File: src/rtl/reset_sequencer_pkg.sv
// Shared types for the reset sequencer: FSM state encoding (also exported as
// the status-register view) and a small elaboration-time helper.
package reset_seq_pkg;

   typedef enum logic [2:0] {
      HOLD      = 3'd0,
      WAIT_LOCK = 3'd1,
      RELEASE   = 3'd2,
      RUN       = 3'd3,
      FAULT     = 3'd4
   } seq_state_t;

   function automatic int max_int(input int a, input int b);
      return (a > b) ? a : b;
   endfunction

endpackage

File: src/rtl/reset_sequencer_lock_sync.sv
// Two-flop synchronizer for the PLL lock indication, with a synchronous clear
// so the sequencer never sees a stale lock right after reset.
module lock_sync (
   input  logic clk,
   input  logic clr,
   input  logic d,
   output logic q
);

   (* ASYNC_REG = "TRUE" *) logic [1:0] sync_q;

   always_ff @(posedge clk) begin
      if (clr) sync_q <= '0;
      else     sync_q <= {sync_q[0], d};
   end

   assign q = sync_q[1];

endmodule

File: src/rtl/reset_sequencer.sv
// Staged reset release: hold, wait for stable PLL lock, then deassert the
// per-domain active-low resets one at a time; all resets re-assert together.
module reset_sequencer
   import reset_seq_pkg::*;
#(
   parameter int NUM_STAGES          = 4,
   parameter int HOLD_CYCLES         = 16,
   parameter int LOCK_STABLE_CYCLES  = 8,
   parameter int STAGE_GAP_CYCLES    = 4,
   parameter int LOCK_TIMEOUT_CYCLES = 1024
) (
   input  logic                  clk,
   input  logic                  rst,
   input  logic                  pll_locked,
   input  logic                  sw_reset_req,
   output logic [NUM_STAGES-1:0] stage_rst_n,
   output logic                  seq_done,
   output logic                  lock_fault,
   output logic [2:0]            seq_state
);

   localparam int CW = $clog2(max_int(max_int(HOLD_CYCLES, LOCK_STABLE_CYCLES),
                                      STAGE_GAP_CYCLES)) + 1;
   localparam int TW = $clog2(LOCK_TIMEOUT_CYCLES) + 1;
   localparam int IW = (NUM_STAGES > 1) ? $clog2(NUM_STAGES) : 1;

   seq_state_t            state_q, state_d;
   logic [CW-1:0]         cnt_q, cnt_d, cnt_inc;
   logic [TW-1:0]         tmo_q, tmo_d, tmo_inc;
   logic [IW-1:0]         idx_q, idx_d;
   logic [NUM_STAGES-1:0] stage_rst_n_d;
   logic                  seq_done_d, lock_fault_d;
   logic                  lock_s;

   lock_sync u_lock_sync (
      .clk (clk),
      .clr (rst),
      .d   (pll_locked),
      .q   (lock_s)
   );

   assign cnt_inc = (&cnt_q) ? cnt_q : cnt_q + CW'(1);
   assign tmo_inc = (&tmo_q) ? tmo_q : tmo_q + TW'(1);

   always_ff @(posedge clk) begin
      if (rst) begin
         state_q     <= HOLD;
         cnt_q       <= '0;
         tmo_q       <= '0;
         idx_q       <= '0;
         stage_rst_n <= '0;
         seq_done    <= 1'b0;
         lock_fault  <= 1'b0;
      end else begin
         state_q     <= state_d;
         cnt_q       <= cnt_d;
         tmo_q       <= tmo_d;
         idx_q       <= idx_d;
         stage_rst_n <= stage_rst_n_d;
         seq_done    <= seq_done_d;
         lock_fault  <= lock_fault_d;
      end
   end

   // Re-entering HOLD counts the entry edge as the first hold cycle; after rst
   // the counter starts at 0 so cycle 0 is the first edge with rst low.
   always_comb begin
      state_d = state_q;
      cnt_d   = cnt_q;
      tmo_d   = '0;
      idx_d   = idx_q;
      if (sw_reset_req) begin
         state_d = HOLD;
         cnt_d   = CW'(1);
         idx_d   = '0;
      end else begin
         case (state_q)
            HOLD: begin
               if (cnt_q == CW'(HOLD_CYCLES)) begin
                  state_d = WAIT_LOCK;
                  cnt_d   = '0;
               end else begin
                  cnt_d = cnt_inc;
               end
            end
            WAIT_LOCK: begin
               tmo_d = tmo_inc;
               cnt_d = lock_s ? cnt_inc : '0;
               if (lock_s && cnt_inc == CW'(LOCK_STABLE_CYCLES)) begin
                  state_d = RELEASE;
                  cnt_d   = '0;
                  idx_d   = '0;
               end else if (tmo_inc == TW'(LOCK_TIMEOUT_CYCLES)) begin
                  state_d = FAULT;
                  cnt_d   = '0;
               end
            end
            RELEASE: begin
               if (!lock_s) begin
                  state_d = HOLD;
                  cnt_d   = CW'(1);
                  idx_d   = '0;
               end else if (cnt_inc == CW'(STAGE_GAP_CYCLES)) begin
                  cnt_d = '0;
                  if (idx_q == IW'(NUM_STAGES - 1)) state_d = RUN;
                  else                              idx_d   = idx_q + IW'(1);
               end else begin
                  cnt_d = cnt_inc;
               end
            end
            RUN: begin
               if (!lock_s) begin
                  state_d = HOLD;
                  cnt_d   = CW'(1);
                  idx_d   = '0;
               end
            end
            FAULT:   ;
            default: begin
               state_d = HOLD;
               cnt_d   = '0;
               idx_d   = '0;
            end
         endcase
      end
   end

   // Outputs are decoded from the next state so they register on the same
   // edge as the state change.
   always_comb begin
      stage_rst_n_d = '0;
      seq_done_d    = (state_d == RUN);
      lock_fault_d  = (state_d == FAULT);
      case (state_d)
         RELEASE: for (int i = 0; i < NUM_STAGES; i++) stage_rst_n_d[i] = (IW'(i) <= idx_d);
         RUN:     stage_rst_n_d = '1;
         default: stage_rst_n_d = '0;
      endcase
   end

   assign seq_state = state_q;

endmodule

File: config.mk
export PLATFORM = sky130hd
export DESIGN_NAME = reset_sequencer
export DESIGN_NICKNAME = d
export VERILOG_FILES = /design/src/rtl/reset_sequencer_pkg.sv /design/src/rtl/reset_sequencer_lock_sync.sv /design/src/rtl/reset_sequencer.sv
export SDC_FILE = /design/constraint.sdc
export NUM_CORES = 1
export LEC_CHECK = 0
export CORE_MARGIN = 4
export CORE_UTILIZATION = 37
export CTS_BUF_LIST = sky130_fd_sc_hd__clkbuf_16
export CTS_CLUSTER_DIAMETER = 120
export CTS_CLUSTER_SIZE = 25
export DETAILED_ROUTE_END_ITERATION = 8
export GPL_TIMING_DRIVEN = 1
export HOLD_SLACK_MARGIN = 0.06
export SLEW_MARGIN = 20
export SYNTH_ARGS = -nofsm -noshare
export SYNTH_HDL_FRONTEND = slang
export SYNTH_SLANG_ARGS = --single-unit
File: constraint.sdc
create_clock -name clk -period 2.7 [get_ports clk]
set_input_delay 0.54 -clock clk [delete_from_list [all_inputs] [get_ports clk]]
set_output_delay 0.54 -clock clk [all_outputs]
set_load 0.005 [all_outputs]
==> flow_summary.toml, run 1 <==
# implementation run metrics
[worst_setup_path]
cp.depth = 8
endpoint = "cnt_q[0]$_SDFFE_PP0P_"
worstReg2RegEnd = "cnt_q[0]$_SDFFE_PP0P_"
critical_path.top_delay_family = "simple AND/OR/NAND/NOR gates"
cp-start-kind = "register"
crit_buf_inv = 0
cp-startpoint = "tmo_q[0]$_SDFF_PP0_"
worstPathArrival_ns = 2.62
crit_required_ns = 2.91
crit_path_end_kind = "register"
r2r_start = "tmo_q[0]$_SDFF_PP0_"
r2r_slack_ns = 0.28
crit_fanout = 6
critical-path-max-stage-delay_ns = 0.44
crit_chain = "ha_1 -> and4_4 -> nand3_4 -> and3b_1 -> o221a_2 -> or4_4 -> a211o_1 -> a21oi_2"
criticalPathCategory = "register to register"
slowest_stage = "or4_4"
reg2reg_depth = 8

[timing]
tightest_slew_ns = 0.522
period_needed_ns = 2.42
clock.fmax_mhz = 414
setup_slack_ns = 0.282
holdWs_ns = 0.437
period_used_pct = 89.6

[synth]
synthTopCellsByCount = "dfxtp_1 (29), nor2_1 (26), nand2_1 (17)"
ys_chip_area_mm2 = 0.00164
synth_cell_types = 54
yosys.area_share.simple_pct = 30.5
synth_cells = 198
edf_count = 0
yosysCellCount = 198
synthesis.area_mm2 = 0.00164
ys.flops = 29
synthAdderAreaFrac_pct = 2.29
fp_nets = 205
post-synth-top-count-cell = "dfxtp_1"
synth-seq-area-share_pct = 35.5
aoi_share_pct = 20.3
yosys.area.top_type = "dfxtp_1"
topCombFamilyByArea = "simple AND/OR/NAND/NOR gates"
syn_area_per_cell_um2 = 8.27
mux_share_pct = 1.22
synth_top_area_share_pct = 35.5

[power]
p_switching_w = 0.000199
intPower_w = 0.000781
p_seq_w = 0.000436
comb-power_w = 0.0000324
cellPowerDensity_mw_per_mm2 = 514
switching_share_pct = 20.3
p_clk_share_pct = 52.2
pwr-share-seq_pct = 44.5
total_power_w = 0.000980
p_leak_nw = 0.730
power_leader = "the clock network"

[placed_design]
port_buffers = 12
hpwl_mm = 2.51
dp.cells = 251
place.gp.congestion = 0.874
dpl-instance-area_mm2 = 0.00177

[cells_and_area]
area_growth_pct = 16.5
seq_area_um2 = 581
largest_reg_flops = 11
multiInputGateArea_um2 = 967
comb_share_pct = 50.7
mostFrequentLayoutCell = "dfxtp_1"
fin_area_mm2 = 0.00191
final_core_util_pct = 46.0
seq_share_pct = 30.4
nNonClkInverters = 4
nFillCells = 413
buffers_excl_clock = 15
nMultiInputCombCells = 153
buffer_area_share_pct = 7.48
drive_gt1_share_pct = 12.9
clock_buffers = 5
nets = 215
top_register = "tmo_q"
diodes = 0
clkCellAreaFrac_pct = 7.28
fin_cells = 259
layout_top_cells = "dfxtp_1 (29), nor2_1 (26), nand2_1 (17)"
seq_cell_count = 29

[outcome]
status = "completed"

[grt]
antenna_found_initial = 0
met1_usage_pct = 17.3
grt_max_degree = 18
gr-total-overflow = 0
grtUsageTotal_pct = 13.4
grt.busiest_layer = "met2"
grt_pass1_vias = 1276
grt_first_pass_wirelength_mm = 5.80

[run]
maxCapViolations = 0
warning_count = 27

[cts]
ctsResizeCount = 0
clk_pin_slew_ns = 0.05
cts_root_buf = "clkbuf_16"
tritoncts = "yes"
cts_setup_buffers = 0
htreeDepth = 2
cts_hold_buf = 0
cts_sinks = 29

[worst_hold_path]
holdPathStages = 1
hold_start = "u_lock_sync.sync_q[0]$_SDFF_PP0_"

[drt]
wl_met2_mm = 1.53
drcViolationCount = 0
ant_nets = 0
route.met3.wl_um = 182
drt_first_pass_iters = 4
top_layer = "met4"
vias_per_cell = 5.50
initialDrtViolationCount = 96

[floorplan]
fp_util_pct = 39.5
top_level_ports = 13
n_tap_cell = 50
die-area_mm2 = 0.00555
die_h_um = 74.5
row_count = 23
core-area_mm2 = 0.00414
Run 1, met1 routing:
Supply wires on this layer in gray.
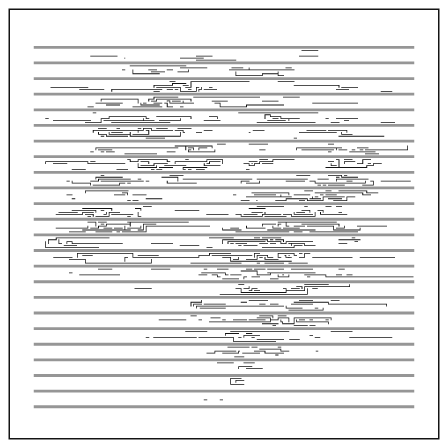
193 nets have wire on it. The longest straight run is 15.2 µm. The layer holds 48% of the routed length. The wires run mostly horizontal.

Run 1, M3 wires:
Scale bar: 20 µm.
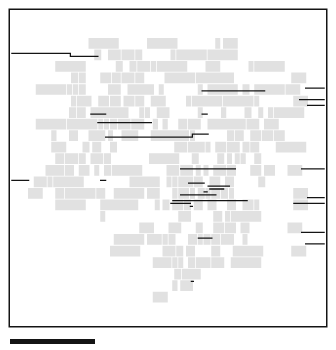
The layer carries 182 µm of wire. 21 nets have wire on it. The wires run mostly horizontal.
M3 GR Usage: 3.24%
final WL: 3.42 mm

Run 1, selected gate families:
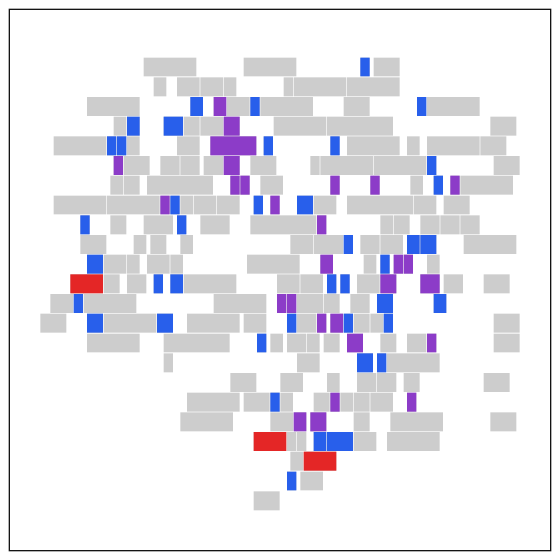
Key: NAND gates = purple [cells 28]; adder and majority cells = red [cells 3]; NOR gates = blue [cells 41]

Run 1, signal wires on met2:
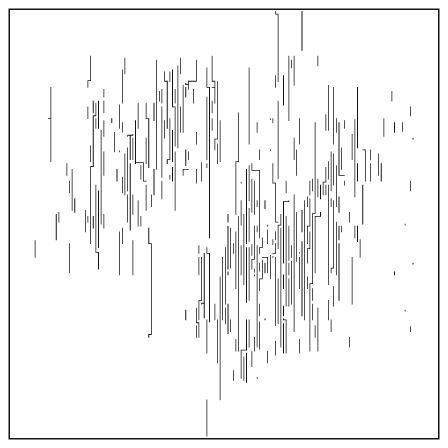
168 nets have wire on it. The longest straight run is 26.2 µm. The layer holds 45% of the routed length. The wires run mostly vertical.
global routing usage on met2: 20.8%
via count: 1425

Run 1, the clock network:
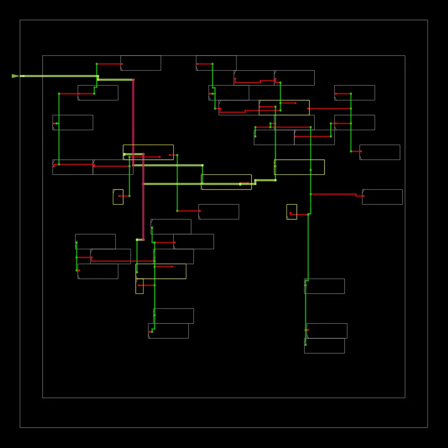

==> inputs of run 2 (changes only) <==
--- a/config.mk
+++ b/config.mk
@@ -8,11 +8,11 @@
 export CORE_MARGIN = 4
 export CORE_UTILIZATION = 37
 export CTS_BUF_LIST = sky130_fd_sc_hd__clkbuf_16
-export CTS_CLUSTER_DIAMETER = 120
 export CTS_CLUSTER_SIZE = 25
 export DETAILED_ROUTE_END_ITERATION = 8
 export GPL_TIMING_DRIVEN = 1
 export HOLD_SLACK_MARGIN = 0.06
+export PLACE_DENSITY = 0.61
 export SLEW_MARGIN = 20
 export SYNTH_ARGS = -nofsm -noshare
 export SYNTH_HDL_FRONTEND = slang
==> constraint.sdc (replaced) <==
create_clock -name clk -period 2.7 [get_ports clk]
set_input_delay 0.54 -clock clk [delete_from_list [all_inputs] [get_ports clk]]
set_output_delay 0.54 -clock clk [all_outputs]
set_load 0.01 [all_outputs]
Run 2, the clock network:
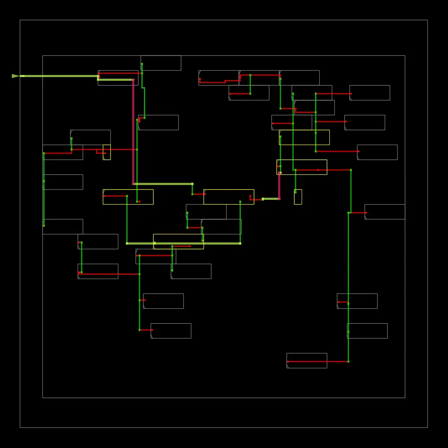
cts bufs inserted: 5
Flops: 29
clk sinks: 29

==> flow_summary.toml, run 2 <==
# implementation run metrics
[grt]
antenna_found_initial = 0
grtUsageTotal_pct = 13.0
met2_usage_pct = 21.2
grt_first_pass_wirelength_mm = 5.62
grt_max_degree = 18
met1_usage_pct = 16.3
gr-total-overflow = 0
grt_pass1_vias = 1254

[power]
pwr-share-seq_pct = 45.5
power_leader = "the clock network"
p_leak_nw = 0.724
pwr-share-comb_pct = 3.2
switching_share_pct = 19.4
comb-power_w = 0.0000311
p_clk_share_pct = 51.3
total_power_w = 0.000961
cellPowerDensity_mw_per_mm2 = 505
intPower_w = 0.000775
p_switching_w = 0.000186

[cells_and_area]
seq_area_um2 = 581
mostFrequentLayoutCell = "dfxtp_1"
seq_share_pct = 30.5
largest_reg_flops = 11
fin_area_mm2 = 0.00190
fin_cells = 258
final_core_util_pct = 45.9
nFillCells = 421
top_register = "tmo_q"
diodes = 0
clkCellAreaFrac_pct = 6.98
clock_buffers = 5
buffers_excl_clock = 15
nets = 215
buffer_area_share_pct = 7.50
layout_top_cells = "dfxtp_1 (29), nor2_1 (26), nand2_1 (17)"
nMultiInputCombCells = 153
multiInputGateArea_um2 = 967
drive_gt1_share_pct = 12.0
comb_share_pct = 50.9
area_growth_pct = 16.1
nNonClkInverters = 4

[synth]
synthAdderAreaFrac_pct = 2.29
yosys.area.top_type = "dfxtp_1"
post-synth-top-count-cell = "dfxtp_1"
ys_chip_area_mm2 = 0.00164
synthesis.area_mm2 = 0.00164
synth_cell_types = 54
yosys.area_share.simple_pct = 30.5
ys.flops = 29
synthTopCellsByCount = "dfxtp_1 (29), nor2_1 (26), nand2_1 (17)"
aoi_share_pct = 20.3
synth-seq-area-share_pct = 35.5
synth_cells = 198
mux_share_pct = 1.22
fp_nets = 205
topCombFamilyByArea = "simple AND/OR/NAND/NOR gates"
edf_count = 0
yosysCellCount = 198

[drt]
drcViolationCount = 0
initialDrtViolationCount = 133
wl_met2_mm = 1.60
drt-total-wl_mm = 3.40
top_layer = "met4"
vias = 1429
ant_nets = 0
vias_per_cell = 5.54

[worst_setup_path]
reg2reg_depth = 8
crit_required_ns = 2.90
r2r_start = "tmo_q[0]$_SDFF_PP0_"
worstPathArrival_ns = 2.58
criticalPathCategory = "register to register"
endpoint = "cnt_q[0]$_SDFFE_PP0P_"
crit_chain = "ha_1 -> and4_4 -> nand3_4 -> and3b_1 -> o221a_2 -> or4_4 -> a211o_1 -> a21oi_2"
slowest_stage = "or4_4"
r2r_slack_ns = 0.32
crit_path_end_kind = "register"
critical-path-max-stage-delay_ns = 0.44

[cts]
tritoncts = "yes"
cts_hold_buf = 0
ctsResizeCount = 0
clk_pin_slew_ns = 0.05
cts_setup_buffers = 0
cts_root_buf = "clkbuf_16"
htreeDepth = 2

[floorplan]
n_tap_cell = 50
row_count = 23
die_h_um = 74.5
die-area_mm2 = 0.00555
fp_util_pct = 39.5
top_level_ports = 13

[worst_hold_path]
hold_start = "u_lock_sync.sync_q[0]$_SDFF_PP0_"
holdPathStages = 1

[placed_design]
hpwl_mm = 2.53
dpl-instance-area_mm2 = 0.00177
port_buffers = 12
dp.cells = 251
place.gp.congestion = 0.874

[timing]
period_needed_ns = 2.38
clock.fmax_mhz = 420
tightest_slew_ns = 0.529
setup_slack_ns = 0.320
period_used_pct = 88.1
holdWs_ns = 0.434

[outcome]
status = "completed"

[run]
warning_count = 27
Run 2, selected gate families:
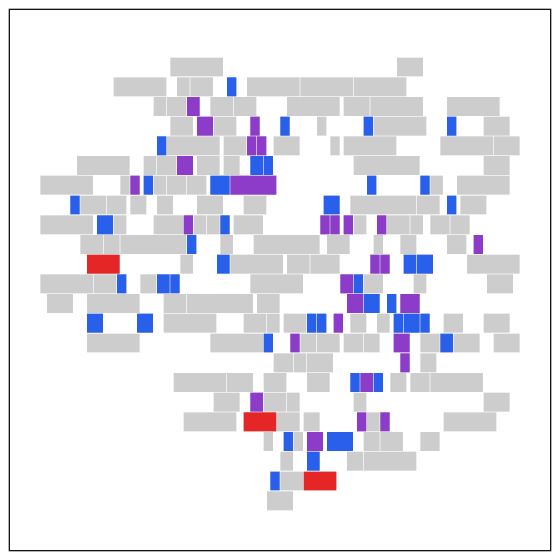

==> inputs of run 3 (changes only) <==
--- a/config.mk
+++ b/config.mk
@@ -5,6 +5,7 @@
 export SDC_FILE = /design/constraint.sdc
 export NUM_CORES = 1
 export LEC_CHECK = 0
+export CORE_ASPECT_RATIO = 1.1
 export CORE_MARGIN = 4
 export CORE_UTILIZATION = 37
 export CTS_BUF_LIST = sky130_fd_sc_hd__clkbuf_16
@@ -17,3 +18,4 @@
 export SYNTH_ARGS = -nofsm -noshare
 export SYNTH_HDL_FRONTEND = slang
 export SYNTH_SLANG_ARGS = --single-unit
+export TNS_END_PERCENT = 30
==> constraint.sdc (replaced) <==
create_clock -name clk -period 2.6 [get_ports clk]
set_input_delay 0.52 -clock clk [delete_from_list [all_inputs] [get_ports clk]]
set_output_delay 0.52 -clock clk [all_outputs]
set_load 0.01 [all_outputs]
Run 3, selected gate families:
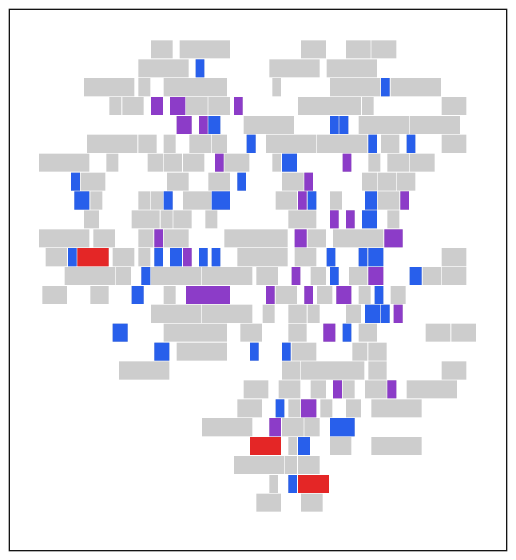
Key: NOR gates = blue [cells 41]; NAND gates = purple [cells 28]; adder and majority cells = red [cells 3]
dominant logic cell type in the layout: dfxtp_1
final non-filler cell total: 263
Comb area share: 50.5%

==> flow_summary.toml, run 3 <==
# implementation run metrics
[synth]
synthesis.area_mm2 = 0.00164
mux_share_pct = 1.22
synthAdderAreaFrac_pct = 2.29
yosysCellCount = 198
ys.flops = 29
synth-seq-area-share_pct = 35.5
fp_nets = 205
synthTopCellsByCount = "dfxtp_1 (29), nor2_1 (26), nand2_1 (17)"
yosys.area_share.simple_pct = 30.5
ys_chip_area_mm2 = 0.00164

[drt]
wl_met2_mm = 1.81
drcViolationCount = 0
initialDrtViolationCount = 82
ant_nets = 0
drt-total-wl_mm = 3.56
top_layer = "met4"

[placed_design]
port_buffers = 12
dp.cells = 255
hpwl_mm = 2.58
place.gp.congestion = 0.874

[power]
switching_share_pct = 21.0
cellPowerDensity_mw_per_mm2 = 538
p_leak_nw = 0.725
intPower_w = 0.000815
pwr-share-seq_pct = 43.9
comb-power_w = 0.0000338
p_seq_w = 0.000453
p_switching_w = 0.000216
pwr-share-comb_pct = 3.3

[cts]
ctsResizeCount = 0
tritoncts = "yes"
clk_pin_slew_ns = 0.05
numCtsBuffers = 5
htreeDepth = 2
cts_setup_buffers = 0

[worst_setup_path]
cp.depth = 8
endpoint = "cnt_q[0]$_SDFFE_PP0P_"
cp-startpoint = "tmo_q[0]$_SDFF_PP0_"
r2r_start = "tmo_q[0]$_SDFF_PP0_"
cp-start-kind = "register"
worstPathArrival_ns = 2.60
criticalPathCategory = "register to register"
critical_path.top_delay_family = "simple AND/OR/NAND/NOR gates"
crit_path_end_kind = "register"
worstReg2RegEnd = "cnt_q[0]$_SDFFE_PP0P_"
crit_fanout = 6
crit_required_ns = 2.81
reg2reg_depth = 8
critical-path-max-stage-delay_ns = 0.44

[cells_and_area]
area_growth_pct = 17.0
seq_area_um2 = 581
layout_top_cells = "dfxtp_1 (29), nor2_1 (26), nand2_1 (17)"
top_register = "tmo_q"
largest_reg_flops = 11
buffers_excl_clock = 15
final_core_util_pct = 44.7
clkCellAreaFrac_pct = 7.45
clock_buffers = 5
nNonClkInverters = 4
seq_cell_count = 29

[grt]
grt_pass1_vias = 1371
grt_max_degree = 18
grt.busiest_layer = "met2"
grt_first_pass_wirelength_mm = 6.16
met2_usage_pct = 24.4
antenna_found_initial = 0
met1_usage_pct = 15.2
use_met3_pct = 4.02
gr-total-overflow = 0

[worst_hold_path]
hold_start = "u_lock_sync.sync_q[0]$_SDFF_PP0_"
holdPathStages = 1

[floorplan]
n_tap_cell = 54
fp_util_pct = 38.2

[timing]
tightest_slew_ns = 0.514
period_needed_ns = 2.39
holdWs_ns = 0.438

[run]
maxCapViolations = 0

[outcome]
status = "completed"
Power figures rest on the tool's default switching activity, not on a simulated workload.
